===== src/rtl/fetch_pkg.sv =====
// Shared types and defaults for the instruction fetch stage.
package fetch_pkg;

    typedef enum logic {
        RUN   = 1'b0,
        DRAIN = 1'b1
    } fetch_state_e;

    localparam int DEFAULT_ADDR_W   = 16;
    localparam int DEFAULT_DATA_W   = 16;
    localparam int DEFAULT_PC_STEP  = 4;
    localparam int DEFAULT_RESET_PC = 0;
    localparam int DEFAULT_DEPTH    = 2;

    // Opcode field of IR, shared with the controller decode.
    localparam int OPCODE_MSB = 15;
    localparam int OPCODE_LSB = 11;
    localparam int OPCODE_W   = OPCODE_MSB - OPCODE_LSB + 1;

    function automatic logic [OPCODE_W-1:0] opcode_of(input logic [15:0] instr);
        return instr[OPCODE_MSB:OPCODE_LSB];
    endfunction

endpackage


===== src/rtl/fetch_fifo.sv =====
// Small register FIFO holding fetched words with their PC.
// The head is registered so it holds its last value once the FIFO drains.
module fetch_fifo #(
    parameter int DEPTH  = 2,
    parameter int DATA_W = 16,
    parameter int ADDR_W = 16,
    localparam int PTR_W = (DEPTH > 1) ? $clog2(DEPTH) : 1,
    localparam int CNT_W = $clog2(DEPTH) + 1
) (
    input  logic              clock,
    input  logic              reset,
    input  logic              push,
    input  logic [DATA_W-1:0] push_data,
    input  logic [ADDR_W-1:0] push_pc,
    input  logic              pop,
    input  logic              flush,
    output logic [CNT_W-1:0]  count_next,
    output logic              head_valid,
    output logic [DATA_W-1:0] head_data,
    output logic [ADDR_W-1:0] head_pc
);

    logic [DATA_W-1:0] mem_data [DEPTH];
    logic [ADDR_W-1:0] mem_pc   [DEPTH];
    logic [PTR_W-1:0]  wr_ptr;
    logic [PTR_W-1:0]  rd_ptr;
    logic [PTR_W-1:0]  rd_ptr_inc;
    logic [CNT_W-1:0]  count_q;
    logic              pop_ok;
    logic [DATA_W-1:0] head_data_next;
    logic [ADDR_W-1:0] head_pc_next;

    assign pop_ok     = pop & (count_q != '0);
    assign head_valid = (count_q != '0);
    assign rd_ptr_inc = rd_ptr + PTR_W'(1);

    // Occupancy after this cycle's push/pop/flush; also drives the issue decision upstream.
    always_comb begin
        count_next = count_q;
        if (flush) begin
            count_next = '0;
        end else if (push && !pop_ok) begin
            count_next = count_q + CNT_W'(1);
        end else if (!push && pop_ok) begin
            count_next = count_q - CNT_W'(1);
        end
    end

    // Next head: the entry behind the popped one, or a push landing in an empty FIFO.
    always_comb begin
        head_data_next = head_data;
        head_pc_next   = head_pc;
        if (!flush) begin
            if (pop_ok) begin
                if (count_q > CNT_W'(1)) begin
                    head_data_next = mem_data[rd_ptr_inc];
                    head_pc_next   = mem_pc[rd_ptr_inc];
                end else if (push) begin
                    head_data_next = push_data;
                    head_pc_next   = push_pc;
                end
            end else if (count_q == '0 && push) begin
                head_data_next = push_data;
                head_pc_next   = push_pc;
            end
        end
    end

    // Entry storage; contents are don't-care until written.
    always_ff @(posedge clock) begin
        if (push && !flush) begin
            mem_data[wr_ptr] <= push_data;
            mem_pc[wr_ptr]   <= push_pc;
        end
    end

    // Pointers, occupancy and registered head.
    always_ff @(posedge clock) begin
        if (reset) begin
            wr_ptr    <= '0;
            rd_ptr    <= '0;
            count_q   <= '0;
            head_data <= '0;
            head_pc   <= '0;
        end else begin
            count_q   <= count_next;
            head_data <= head_data_next;
            head_pc   <= head_pc_next;
            if (flush) begin
                wr_ptr <= '0;
                rd_ptr <= '0;
            end else begin
                if (push) begin
                    wr_ptr <= wr_ptr + PTR_W'(1);
                end
                if (pop_ok) begin
                    rd_ptr <= rd_ptr_inc;
                end
            end
        end
    end

endmodule


===== src/rtl/instr_fetch.sv =====
// Instruction fetch stage: issues one-at-a-time reads to instruction memory,
// buffers returned words with their PC, and handles controller redirects.
//
// state | meaning
// RUN   | normal fetch; a completed read is pushed into the buffer
// DRAIN | redirect arrived with a read in flight; that response is dropped,
//       | fetch_pc holds the redirect target until the read completes
module instr_fetch
    import fetch_pkg::*;
#(
    parameter int ADDR_W   = DEFAULT_ADDR_W,
    parameter int DATA_W   = DEFAULT_DATA_W,
    parameter int PC_STEP  = DEFAULT_PC_STEP,
    parameter int RESET_PC = DEFAULT_RESET_PC,
    parameter int DEPTH    = DEFAULT_DEPTH
) (
    input  logic              clock,
    input  logic              reset,
    output logic              imem_req,
    output logic [ADDR_W-1:0] imem_addr,
    input  logic              imem_ready,
    input  logic [DATA_W-1:0] imem_rdata,
    output logic              ir_valid,
    output logic [DATA_W-1:0] ir,
    output logic [ADDR_W-1:0] ir_pc,
    input  logic              ir_accept,
    input  logic              redirect,
    input  logic [ADDR_W-1:0] redirect_pc
);

    localparam int               CNT_W   = $clog2(DEPTH) + 1;
    localparam logic [CNT_W-1:0] DEPTH_C = CNT_W'(DEPTH);

    fetch_state_e      state;
    fetch_state_e      state_next;
    logic              req_q;
    logic              req_next;
    logic [ADDR_W-1:0] addr_q;
    logic [ADDR_W-1:0] addr_next;
    logic [ADDR_W-1:0] fetch_pc;
    logic [ADDR_W-1:0] fetch_pc_next;
    logic              transfer;
    logic              pending;
    logic              push;
    logic              pop;
    logic              flush;
    logic [CNT_W-1:0]  count_next;

    assign imem_req  = req_q;
    assign imem_addr = addr_q;
    assign transfer  = req_q & imem_ready;
    // A request still open after this cycle must keep req/addr stable.
    assign pending   = req_q & ~imem_ready;
    assign flush     = redirect;
    assign pop       = ir_accept & ir_valid & ~redirect;

    // Next state, next fetch PC and buffer push.
    always_comb begin
        state_next    = state;
        fetch_pc_next = fetch_pc;
        push          = 1'b0;
        if (redirect) begin
            fetch_pc_next = redirect_pc;
            state_next    = pending ? DRAIN : RUN;
        end else begin
            case (state)
                RUN: begin
                    if (transfer) begin
                        push          = 1'b1;
                        fetch_pc_next = addr_q + ADDR_W'(PC_STEP);
                    end
                end
                DRAIN: begin
                    if (imem_ready) begin
                        state_next = RUN;
                    end
                end
                default: state_next = RUN;
            endcase
        end
    end

    // Issue decision: hold an open request, else issue when running with buffer room left.
    always_comb begin
        req_next  = 1'b0;
        addr_next = addr_q;
        if (pending) begin
            req_next = 1'b1;
        end else if (state_next == RUN && count_next < DEPTH_C) begin
            req_next  = 1'b1;
            addr_next = fetch_pc_next;
        end
    end

    // State, request and PC registers.
    always_ff @(posedge clock) begin
        if (reset) begin
            state    <= RUN;
            req_q    <= 1'b0;
            addr_q   <= ADDR_W'(RESET_PC);
            fetch_pc <= ADDR_W'(RESET_PC);
        end else begin
            state    <= state_next;
            req_q    <= req_next;
            addr_q   <= addr_next;
            fetch_pc <= fetch_pc_next;
        end
    end

    fetch_fifo #(
        .DEPTH  (DEPTH),
        .DATA_W (DATA_W),
        .ADDR_W (ADDR_W)
    ) u_fifo (
        .clock      (clock),
        .reset      (reset),
        .push       (push),
        .push_data  (imem_rdata),
        .push_pc    (addr_q),
        .pop        (pop),
        .flush      (flush),
        .count_next (count_next),
        .head_valid (ir_valid),
        .head_data  (ir),
        .head_pc    (ir_pc)
    );

endmodule


===== config.mk =====
export PLATFORM = sky130hd
export DESIGN_NAME = instr_fetch
export DESIGN_NICKNAME = d
export VERILOG_FILES = /design/src/rtl/fetch_pkg.sv /design/src/rtl/fetch_fifo.sv /design/src/rtl/instr_fetch.sv
export SDC_FILE = /design/constraint.sdc
export NUM_CORES = 1
export LEC_CHECK = 0
export CAP_MARGIN = 40
export CORE_UTILIZATION = 25
export DETAILED_ROUTE_END_ITERATION = 8
export GPL_TIMING_DRIVEN = 1
export HOLD_SLACK_MARGIN = 0.15
export MAX_ROUTING_LAYER = met4
export SLEW_MARGIN = 20
export SYNTH_ARGS = -nofsm -noshare
export SYNTH_HDL_FRONTEND = slang
export SYNTH_SLANG_ARGS = --single-unit

===== constraint.sdc =====
create_clock -name clock -period 4.2 [get_ports clock]
set_clock_uncertainty 0.1 [all_clocks]
set_input_delay 0.84 -clock clock [delete_from_list [all_inputs] [get_ports clock]]
set_output_delay 0.84 -clock clock [all_outputs]
set_load 0.05 [all_outputs]

**Drive-strength map**

Scale bar: 50 µm.
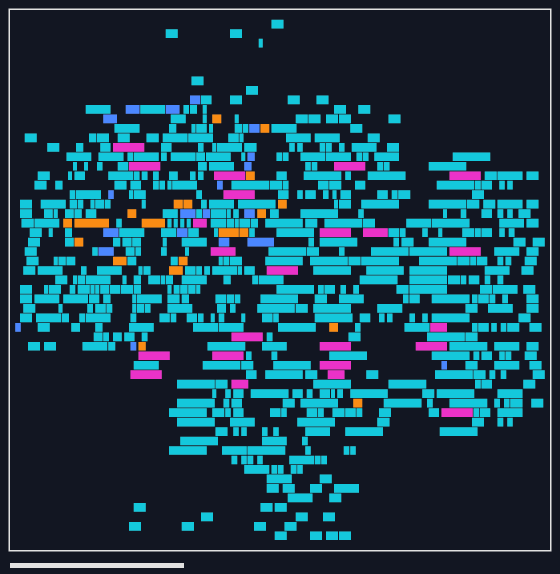
- cyan: x1 and smaller (cells 555; share 90%; most used clkdlybuf4s50_1)
- orange: x3 and x4 (cells 20; share 3.2%; most used buf_4)
- blue: x2 (cells 20; share 3.2%; most used clkinv_2)
- magenta: x6 and larger (cells 23; share 3.7%; most used clkbuf_16)

**Wires at chosen ports, followed through buffers**

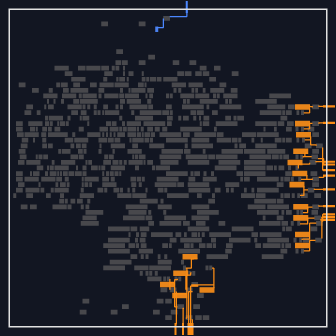
- orange: ir (direction output; edge 11 east, 5 south; end cells 16; buffers 16; wire 327 µm)
- blue: ir_valid (direction output; edge north; end cells 1; buffers 1; wire 18.6 µm)

==> Slide: Implementation Results <==
Run Summary

Cells and area
  – Flop share of the area: 43.8%
  – Number of diodes: 0
  – Post-route cell area: 0.00759 mm²
  – Nets: 647
  – Area of the multi-input gates: 0.00230 mm²
  – Inverters excl. clock: 11
  – Leading cell kind: registers
  – Filler Cells Inserted: 2,285
  – Multi-In Gates: 338
  – Data buffer area share: 13.3%
  – Sequential Area: 0.00332 mm²
  – Top Registers: u_fifo.mem_data (32), u_fifo.mem_pc (32)
  – Area Overhead vs Synth: 29.7%
  – Share of cells above drive strength 1: 10.2%
  – Clkbuf count: 27
  – Logic share of the area: 30.4%
  – ClkCell Share: 6.84%
  – Bufs w/o clock: 103
  – Final core occ: 33.3%

Clock network
  – Num CTS Buffers: 17
  – Setup bufs post-CTS: 0
  – CTS tree: built
  – Late-Pin Clk Latency: 0.41 ns

Power
  – Combinational fraction of design power: 10.4%
  – Top Consumer: registers
  – Internal power: 0.00234 W
  – Part of the power in registers: 47.0%
  – Leakage power: 2.40 nW
  – Power consumption: 0.00311 W
  – Sequential power: 0.00146 W
  – Clk pwr share: 42.6%
  – Switching pwr: 0.000775 W

Synthesis
  – Post-Syn Nets: 572
  – Yosys simple share: 10.9%
  – Ys flop type: dfxtp_1
  – Yosys reg bits: 134
  – Post-synth top area cell: edfxtp_1
  – Adder share: 1.07%
  – Cells after Synth: 530
  – Post-synth EDFFs: 64
  – Syn avg cell area: 11.0 µm²
  – Ys async rst share: 0%
  – Ys Warns: 0
  – Synth Area in XOR/XNOR: 0.449%
  – Main kind of combinational logic by area: AND-OR/OR-AND gates
  – Count leader, synth: dfxtp_1
  – Unique cell types: 46
  – Area reported by Yosys stat: 0.00585 mm²

Route
  – Initial drt markers: 411
  – DR pass1 iterations: 5
  – Final WL: 16,200 µm
  – Detailed-route via count: 4,574
  – DR top layer: met4

Critical path
  – R2R Setup Slk: 1.54 ns
  – Critical Path End: imem_addr[15]
  – CP top delay family: buffers and inverters
  – Biggest cell delay along the critical path: 0.66 ns
  – Critical Path Start: imem_ready
  – CP Launch Type: input port
  – CP Cell Sequence: clkdlybuf4s50_1 -> nand4bb_4 -> ha_1 -> or2_2 -> a31oi_2 -> buf_6 -> a21oi_1 -> a311oi_1
  – Worst-path fanout max: 11
  – Worst EP required: 4.42 ns
  – R2r worst-path depth: 10
  – Reg2Reg Capture Point: imem_addr[15]
  – WP data arrival: 3.29 ns
  – RR Startpoint: u_fifo.count_q[0]
  – Worst setup EP type: register
  – Levels on crit path: 8

Status
  – Status: completed

Global routing
  – Gr usage total: 14.1%
  – M2 GR Usage: 21.3%
  – Total global routing overflow: 0
  – Vias in the first global route: 4,200
  – Global route hottest layer: met2

STA
  – Slew @ Worst Pin: 0.762 ns
  – Setup WS post-layout: 1.14 ns
  – Max-slew violations: 0
  – Setup TNS Final: 0 ns
  – Tmin final: 3.06 ns
  – Cycle use final: 73.0%

Place
  – Placed Cells: 899
  – GP Congestion: 0.785

Floorplan
  – Pre-Place Util: 25.7%
  – Total die size: 0.0240 mm²
  – Die Y: 155 µm
  – Top Ports: 87

Min path
  – Hold path startpoint: u_fifo.head_data[5]

Run
  – Max-Cap Viols: 0
  – Count of tool warnings: 28
**Metal layers overlaid**

Scale bar: 50 µm.
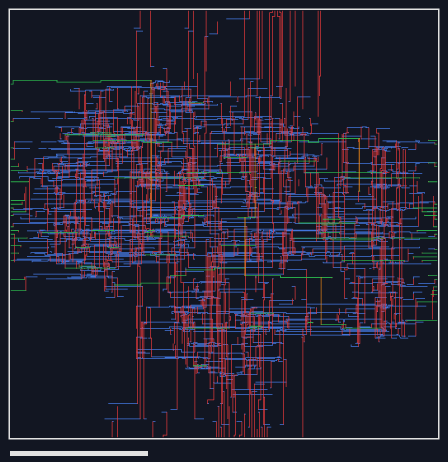
- orange: M4 (wire length 133 µm)
- blue: M1 (wire length 7,560 µm)
- green: M3 (wire length 870 µm)
- red: M2 (wire length 7,610 µm)

Power figures rest on the tool's default switching activity, not on a simulated workload.
